==> config.mk <==
export PLATFORM = sky130hd
export DESIGN_NAME = fetch_stage_flat
export DESIGN_NICKNAME = d
export VERILOG_FILES = /design/src/rtl/common.sv /design/src/rtl/fetch_stage_if.sv /design/src/rtl/fetch_stage.sv /design/src/flat_wrapper.sv
export SDC_FILE = /design/constraint.sdc
export NUM_CORES = 1
export LEC_CHECK = 0
export ABC_AREA = 1
export CAP_MARGIN = 20
export CORE_ASPECT_RATIO = 0.7
export CORE_MARGIN = 5
export CORE_UTILIZATION = 40
export CTS_CLUSTER_SIZE = 20
export DETAILED_ROUTE_END_ITERATION = 16
export MAX_ROUTING_LAYER = met4
export PLACE_DENSITY = 0.69
export SLEW_MARGIN = 20
export SYNTH_ARGS = -nofsm -noshare
export SYNTH_HDL_FRONTEND = slang
export SYNTH_SLANG_ARGS = --single-unit
export TNS_END_PERCENT = 30
==> constraint.sdc <==
create_clock -name clk -period 4.1 [get_ports clk]
set_input_delay 0.82 -clock clk [delete_from_list [all_inputs] [get_ports clk]]
set_output_delay 0.82 -clock clk [all_outputs]
set_load 0.01 [all_outputs]
Fig. 1: run 1, metal 4
Bar = 50 µm. Cells faint in the background.
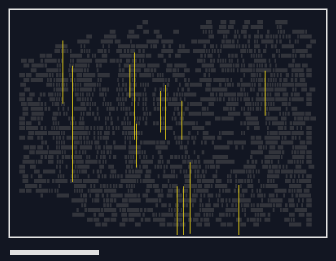
11 nets have wire on it. The layer holds 1.6% of the routed length.
vias post-DR: 8299
drt total wl: 26400 µm

Fig. 2: run 1, M1 wires
Cells faint in the background.
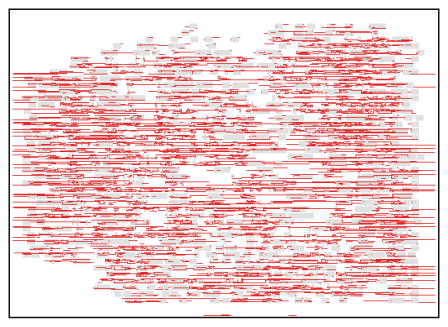
The layer carries 12800 µm of wire. 1358 nets have wire on it. The layer holds 49% of the routed length. The longest straight run is 70.4 µm. The wires run mostly horizontal.
grt met1 use: 32.9%

Fig. 3: run 1, routing congestion map
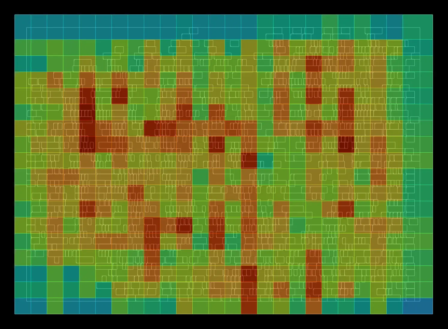
grt met3 use: 5.42%
detailed-route wire length per cell: 15.6 µm
gr usage total: 23.5%
fin util: 56.2%
busiest grt layer: met2

==> CHANGELOG.md, run 1 <==
### Physical design

* Status: complete, no violations
* Top_reg_cell synth: dfxtp_1
* CP endpoint kind: flip-flop
* Fa+ha+maj area frac at 0.315%
* AND-OR/OR-AND Cells, Area Fraction at 12.9%
* CP delay by family, top: buffers and inverters
* Io pins at 232
* Placed wire-length estimate at 19600 µm
* Comb area share at 36.2%
* Post-synth area hogs: dfxtp_1 41%, nand2_1 13%, nor2_1 12%, o21ai_0 5.9%, inv_1 5.3%
* GRT Residual Overflow at 0
* CTS sink cnt at 163
* Cell accounting for the most synthesized area: dfxtp_1
* Most used logic cell in the final layout: nand2_1
* Uppermost routed layer: met4
* RSZ-0062 raised after global routing: false
* R2r worst-path depth at 10
* # clk buffers at 22
* Yosys stat cell total at 1203
* Tcrit/Tclk final at 66.8%
* Worst Path Buf+Inv at 3
* Critical Path Stages at 8
* Synth Net Count at 1274
* Flop share of the area at 29.5%
* Synthesized area at 7940 µm²
* Multi-In Gates at 869
* Initial antenna violation count at 0
* Basic Gates by Area at 35.2%
* Reg clk slew, reported paths at 60 ps
* Inverter count at 115
* CP max stage delay at 480 ps
* Most common cell in the netlist: nand2_1
* Mean Syn Cell Area at 6.60 µm²
* Post-synth EDFFs at 0
* Total CTS buffers at 17
* Drt first pass iters at 5
* Worst-margin pin slew at 860 ps
* ANT nets after route at 0
* Synth top area share at 41.1%
* TNS Setup at 0 ps
* Post-Syn Instances at 1203
* Area delta synth->final at 39.1%
Fig. 4: run 1, signal wires on met2
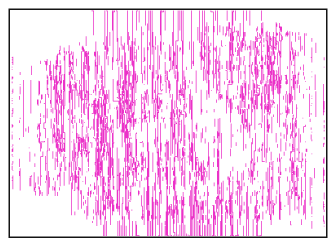

==> run 1 -> run 2 <==
==> constraint.sdc (replaced) <==
create_clock -name clk -period 2.55 [get_ports clk]
set_input_delay 0.51 -clock clk [delete_from_list [all_inputs] [get_ports clk]]
set_output_delay 0.51 -clock clk [all_outputs]
set_load 0.01 [all_outputs]
Fig. 5: run 2, signal wires on met2
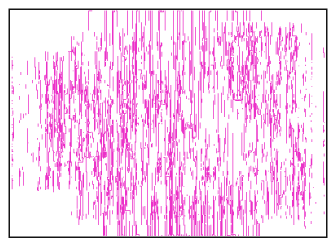
The wires run mostly vertical. The layer carries 11300 µm of wire.
GR Util met2: 34.4%
drt total wl: 26500 µm
vias post-DR: 8281

==> CHANGELOG.md, run 2 <==
### Physical design

* Mean Syn Cell Area at 6.60 µm² (unchanged)
* Post-synth EDFFs at 0 (unchanged)
* # clk buffers at 21 (was 22)
* Placed wire-length estimate at 19800 µm (was 19600 µm)
* CP delay by family, top: buffers and inverters (unchanged)
* Status: complete, no violations (unchanged)
* Worst-margin pin slew at 456 ps (was 860 ps)
* RSZ-0062 raised after global routing: false (unchanged)
* Post-Syn Instances at 1203 (unchanged)
* AND-OR/OR-AND Cells, Area Fraction at 12.9% (unchanged)
* CP endpoint kind: output port (was flip-flop)
* Yosys stat cell total at 1203 (unchanged)
* Flop share of the area at 29.3% (was 29.5%)
* Basic Gates by Area at 35.2% (unchanged)
* Gr usage total at 23.6% (was 23.5%)
* Most used logic cell in the final layout: nand2_1 (unchanged)
* Fa+ha+maj area frac at 0.315% (unchanged)
* Reg clk slew, reported paths at 60 ps (about the same)
* Total CTS buffers at 17 (unchanged)
* Grt met1 use at 32.9% (about the same)
* CP max stage delay at 610 ps (was 480 ps)
* Inverter count at 115 (unchanged)
* Post-synth area hogs: dfxtp_1 41%, nand2_1 13%, nor2_1 12%, o21ai_0 5.9%, inv_1 5.3% (unchanged)
* Comb area share at 35.9% (was 36.2%)
* Cell accounting for the most synthesized area: dfxtp_1 (unchanged)
* Area delta synth->final at 40.1% (was 39.1%)
* Synth top area share at 41.1% (unchanged)
* Drt first pass iters at 5 (unchanged)
* Fin util at 56.7% (was 56.2%)
* Most common cell in the netlist: nand2_1 (unchanged)
* Tcrit/Tclk final at 80.9%
* TNS Setup at 0 ps (unchanged)
* Combinational fraction of design power at 17.2% (was 17.0%)
* Synth Net Count at 1274 (unchanged)
* Tot Pwr at 6.61 mW (was 4.07 mW)
* Top_reg_cell synth: dfxtp_1 (unchanged)
* Multi-In Gates at 869 (unchanged)
* ANT nets after route at 0 (unchanged)
* Initial antenna violation count at 0 (unchanged)
Fig. 6: run 2, metal 4
Bar = 50 µm. Cells faint in the background.
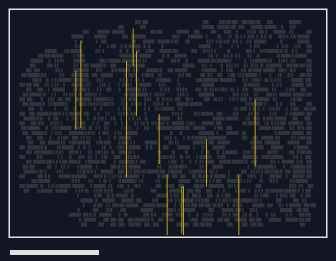
9 nets have wire on it. The wires run mostly vertical. The layer carries 418 µm of wire. The longest straight run is 65.3 µm.

No activity file was given, so power comes from the tool's default toggle rates.
